$ cat src/rtl/proc_sequencer.sv
// Multi-cycle processor control sequencer: fetch/decode/exec/mem/writeback FSM with handshakes.
// Optional memory-handshake watchdog enabled by defining SEQ_MEM_TIMEOUT_EN.
module proc_sequencer #(
  parameter int unsigned TIMEOUT_CYCLES = 16
) (
  input  logic        clk_i,
  input  logic        rst_n_i,
  input  logic        start_i,
  input  logic [11:0] instr_i,
  input  logic        zero_i,
  input  logic        imem_ack_i,
  input  logic        dmem_ack_i,
  output logic        imem_req_o,
  output logic        ir_load_o,
  output logic [2:0]  opcode_o,
  output logic        funct_o,
  output logic [1:0]  imm_code_o,
  output logic        dmem_req_o,
  output logic        dmem_we_o,
  output logic        reg_we_o,
  output logic        pc_inc_o,
  output logic        pc_load_o,
  output logic [2:0]  state_o,
  output logic        halted_o,
  output logic        err_o,
  output logic [15:0] retired_o
);

  typedef enum logic [2:0] {
    IDLE   = 3'd0,
    FETCH  = 3'd1,
    DECODE = 3'd2,
    EXEC   = 3'd3,
    MEM    = 3'd4,
    WB     = 3'd5,
    HALT   = 3'd6,
    ERROR  = 3'd7
  } state_t;

  localparam logic [2:0] OP_MEM  = 3'd4;
  localparam logic [2:0] OP_HALT = 3'd5;
  localparam logic [2:0] OP_BR   = 3'd6;

  state_t      state_r;
  logic [2:0]  opcode_r;
  logic        funct_r;
  logic [1:0]  imm_code_r;
  logic [15:0] retired_r;
  logic        wait_hit_s;

  logic imem_req_s, ir_load_s, dmem_req_s, dmem_we_s, reg_we_s, pc_inc_s, pc_load_s;

  // Instruction bits [7:2] belong to other units; only opcode/funct/imm_code are latched here.
  logic unused_instr_s;
  assign unused_instr_s = ^instr_i[7:2];

`ifdef SEQ_MEM_TIMEOUT_EN
  localparam logic [7:0] TIMEOUT_LAST = 8'(TIMEOUT_CYCLES - 1);

  logic [7:0] wait_cnt_r;
  logic       err_r;
  logic       waiting_s;

  assign waiting_s  = ((state_r == FETCH) && !imem_ack_i) || ((state_r == MEM) && !dmem_ack_i);
  assign wait_hit_s = waiting_s && (wait_cnt_r == TIMEOUT_LAST);

  // Wait counter: counts unacknowledged request cycles, zero whenever no request is pending.
  always_ff @(posedge clk_i) begin
    if (!rst_n_i) begin
      wait_cnt_r <= 8'd0;
    end else if (waiting_s) begin
      wait_cnt_r <= wait_cnt_r + 8'd1;
    end else begin
      wait_cnt_r <= 8'd0;
    end
  end

  // Sticky timeout flag, cleared only by reset.
  always_ff @(posedge clk_i) begin
    if (!rst_n_i) begin
      err_r <= 1'b0;
    end else if (wait_hit_s) begin
      err_r <= 1'b1;
    end else begin
      err_r <= err_r;
    end
  end

  assign err_o = err_r;
`else
  localparam int unsigned unused_timeout_cycles = TIMEOUT_CYCLES;
  assign wait_hit_s = 1'b0;
  assign err_o      = 1'b0;
`endif

  // Main sequencer: state, instruction-field latch and retired-instruction counter.
  always_ff @(posedge clk_i) begin
    if (!rst_n_i) begin
      state_r    <= IDLE;
      opcode_r   <= 3'd0;
      funct_r    <= 1'b0;
      imm_code_r <= 2'd0;
      retired_r  <= 16'd0;
    end else begin
      case (state_r)
        IDLE: begin
          if (start_i) state_r <= FETCH;
        end
        FETCH: begin
          if (imem_ack_i) begin
            opcode_r   <= instr_i[11:9];
            funct_r    <= instr_i[8];
            imm_code_r <= instr_i[1:0];
            state_r    <= DECODE;
          end else if (wait_hit_s) begin
            state_r <= ERROR;
          end
        end
        DECODE: begin
          state_r <= (opcode_r == OP_HALT) ? HALT : EXEC;
        end
        EXEC: begin
          if (opcode_r == OP_MEM) begin
            state_r <= MEM;
          end else if (opcode_r == OP_BR) begin
            state_r   <= FETCH;
            retired_r <= retired_r + 16'd1;
          end else begin
            state_r <= WB;
          end
        end
        MEM: begin
          if (dmem_ack_i) begin
            if (funct_r) begin
              state_r   <= FETCH;
              retired_r <= retired_r + 16'd1;
            end else begin
              state_r <= WB;
            end
          end else if (wait_hit_s) begin
            state_r <= ERROR;
          end
        end
        WB: begin
          state_r   <= FETCH;
          retired_r <= retired_r + 16'd1;
        end
        HALT:    state_r <= HALT;
        ERROR:   state_r <= ERROR;
        default: state_r <= IDLE;
      endcase
    end
  end

  // State-qualified strobes; acks and zero_i only matter in the state that expects them.
  always_comb begin
    imem_req_s = 1'b0;
    ir_load_s  = 1'b0;
    dmem_req_s = 1'b0;
    dmem_we_s  = 1'b0;
    reg_we_s   = 1'b0;
    pc_inc_s   = 1'b0;
    pc_load_s  = 1'b0;
    case (state_r)
      FETCH: begin
        imem_req_s = 1'b1;
        ir_load_s  = imem_ack_i;
      end
      EXEC: begin
        if (opcode_r == OP_BR) begin
          if (funct_r == zero_i) begin
            pc_load_s = 1'b1;
          end else begin
            pc_inc_s = 1'b1;
          end
        end else begin
          pc_inc_s = 1'b0;
        end
      end
      MEM: begin
        dmem_req_s = 1'b1;
        dmem_we_s  = funct_r;
        pc_inc_s   = dmem_ack_i & funct_r;
      end
      WB: begin
        reg_we_s = 1'b1;
        pc_inc_s = 1'b1;
      end
      default: begin
        imem_req_s = 1'b0;
      end
    endcase
  end

  assign imem_req_o = imem_req_s;
  assign ir_load_o  = ir_load_s;
  assign dmem_req_o = dmem_req_s;
  assign dmem_we_o  = dmem_we_s;
  assign reg_we_o   = reg_we_s;
  assign pc_inc_o   = pc_inc_s;
  assign pc_load_o  = pc_load_s;
  assign opcode_o   = opcode_r;
  assign funct_o    = funct_r;
  assign imm_code_o = imm_code_r;
  assign state_o    = state_r;
  assign halted_o   = (state_r == HALT);
  assign retired_o  = retired_r;

endmodule

$ cat config.mk
export PLATFORM = sky130hd
export DESIGN_NAME = proc_sequencer
export DESIGN_NICKNAME = d
export VERILOG_FILES = /design/src/rtl/proc_sequencer.sv
export SDC_FILE = /design/constraint.sdc
export NUM_CORES = 1
export LEC_CHECK = 0
export CORE_MARGIN = 5
export CORE_UTILIZATION = 43
export DETAILED_ROUTE_END_ITERATION = 8
export GPL_ROUTABILITY_DRIVEN = 0
export PLACE_DENSITY = 0.76
export SYNTH_ARGS = -nofsm -noshare
export SYNTH_HDL_FRONTEND = slang
export SYNTH_SLANG_ARGS = --single-unit
$ cat constraint.sdc
create_clock -name clk_i -period 2.07 [get_ports clk_i]
set_input_delay 0.414 -clock clk_i [delete_from_list [all_inputs] [get_ports clk_i]]
set_output_delay 0.414 -clock clk_i [all_outputs]
set_load 0.005 [all_outputs]
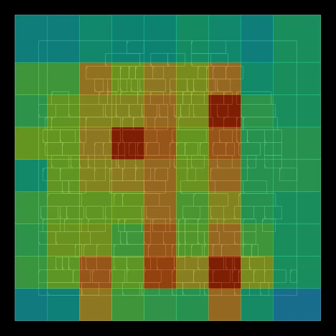
final_congestion.png
fin util: 63.3%
Total GRT Usage: 16.8%

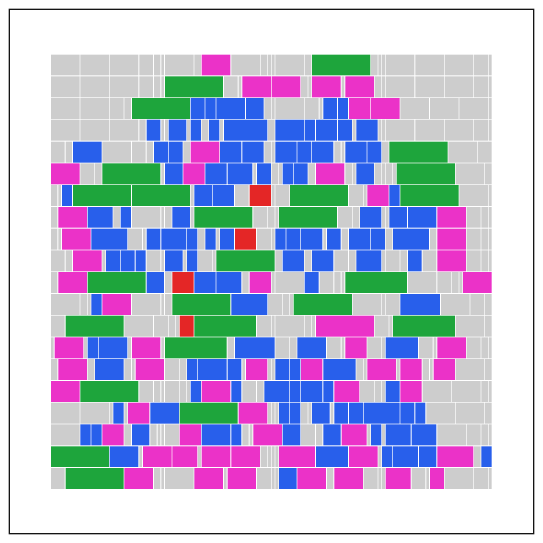
cell_classes.png
(8 px per um) Fill, decap, tap and diode cells in gray.
- clock drivers and dummy loads: red (cells 4; share of their area 1.5%)
- other buffers and delay cells: magenta (cells 58; share of their area 30%)
- flip-flops: green (cells 25; share of their area 27%)
- all other logic: blue (cells 118; share of their area 42%)

==> run summary <==
Max IR drop VDD: 340 uV
Slew @ Worst Pin: 0.619 ns
Port bufs: 44
Worst slack at placement: -0.113 ns
Slew HR: 58.7%
Yosys cell types: 37
Post-Layout Cell Count: 238
Max-Cap Viols: 0
Worst setup endpoint: pc_inc_o
Post-Syn Nets: 172
Hold/Removal Path Class: reg2reg
Pwr dens: 447 nW/um^2
Grt total ovfl: 0
Synth area leaders: dfxtp_1, mux2i_1, a21oi_1
Netlist Area Pre-Place: 1320 um^2
Clk latency late pin: 0.32 ns
Top delay family on crit path: simple AND/OR/NAND/NOR gates
Clock sink count: 25
Setup crit start kind: register
FF-to-FF Start: state_o[2]
Async SR Flop Fraction: 0%
Number of enable flip-flop cells: 0
DP HPWL: 2520 um
M3 GR Usage: 3.76%
Global route hottest layer: met2
YS warnings: 0
TritonCTS clock tree: yes
Dpl cells: 234
Status: finished clean
Top Layout Cells: clkdlybuf4s50_1, dfxtp_1, nor2_1, a21oi_1, buf_4
R2r setup slk: 0.16 ns
Final hold vios: 0
Post-synth top cells: dfxtp_1, nor2_1, a21oi_1, nand2_1, mux2i_1
WHS Path Cells: 2
CP cell instances: nand2b_4 -> or3_4 -> nor3b_2 -> a211o_1 -> buf_2
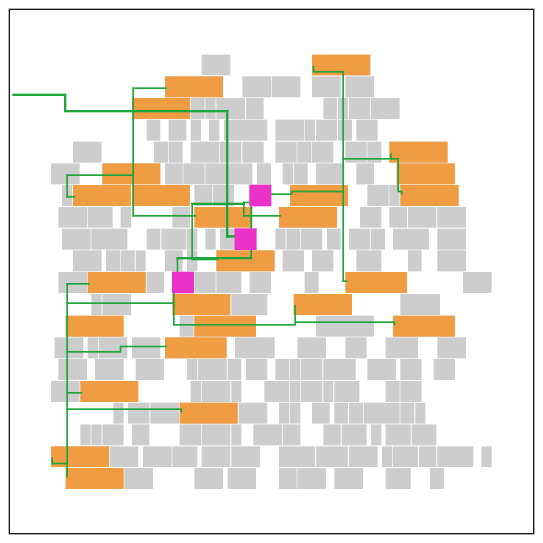
clock_map.png
(8 px per um)
- clock wires: green (length 294 um)
- flip-flops: orange (count 25)
- cells driving clock nets: magenta (count 3)
- routed clock nets: 4

power by group:
group / switching (mW) / internal, mW
registers: 0.00804 / 0.492
clock network: 0.145 / 0.0722
logic: 0.0557 / 0.0765
total: 0.209 / 0.640
cell type report:
class	instances	area [um^2]
tap	33	41.3
sequential	25	505
fill	268	1100
clock inverter	1	5.00
inverter	3	11.3
multi-input combinational	115	763
timing repair buffer	58	553
clock buffer	3	22.5
per-stage QoR:
stage               instance area (um^2)  hold WS (ns)
finish                              1900         0.496
global route                        1900         0.537
CTS                                 1890         0.500
detailed placement                  1850         0.481
global placement                    1850         0.463
floorplan                           1320         0.467
registers in the layout (all words and copies together) (netlist names):
| name | cells |
|---|---|
| funct_o | 1 |
| imm_code_o | 2 |
| opcode_o | 3 |
| retired_o | 16 |
| state_o | 3 |
Power is estimated from default activity; no workload was simulated.
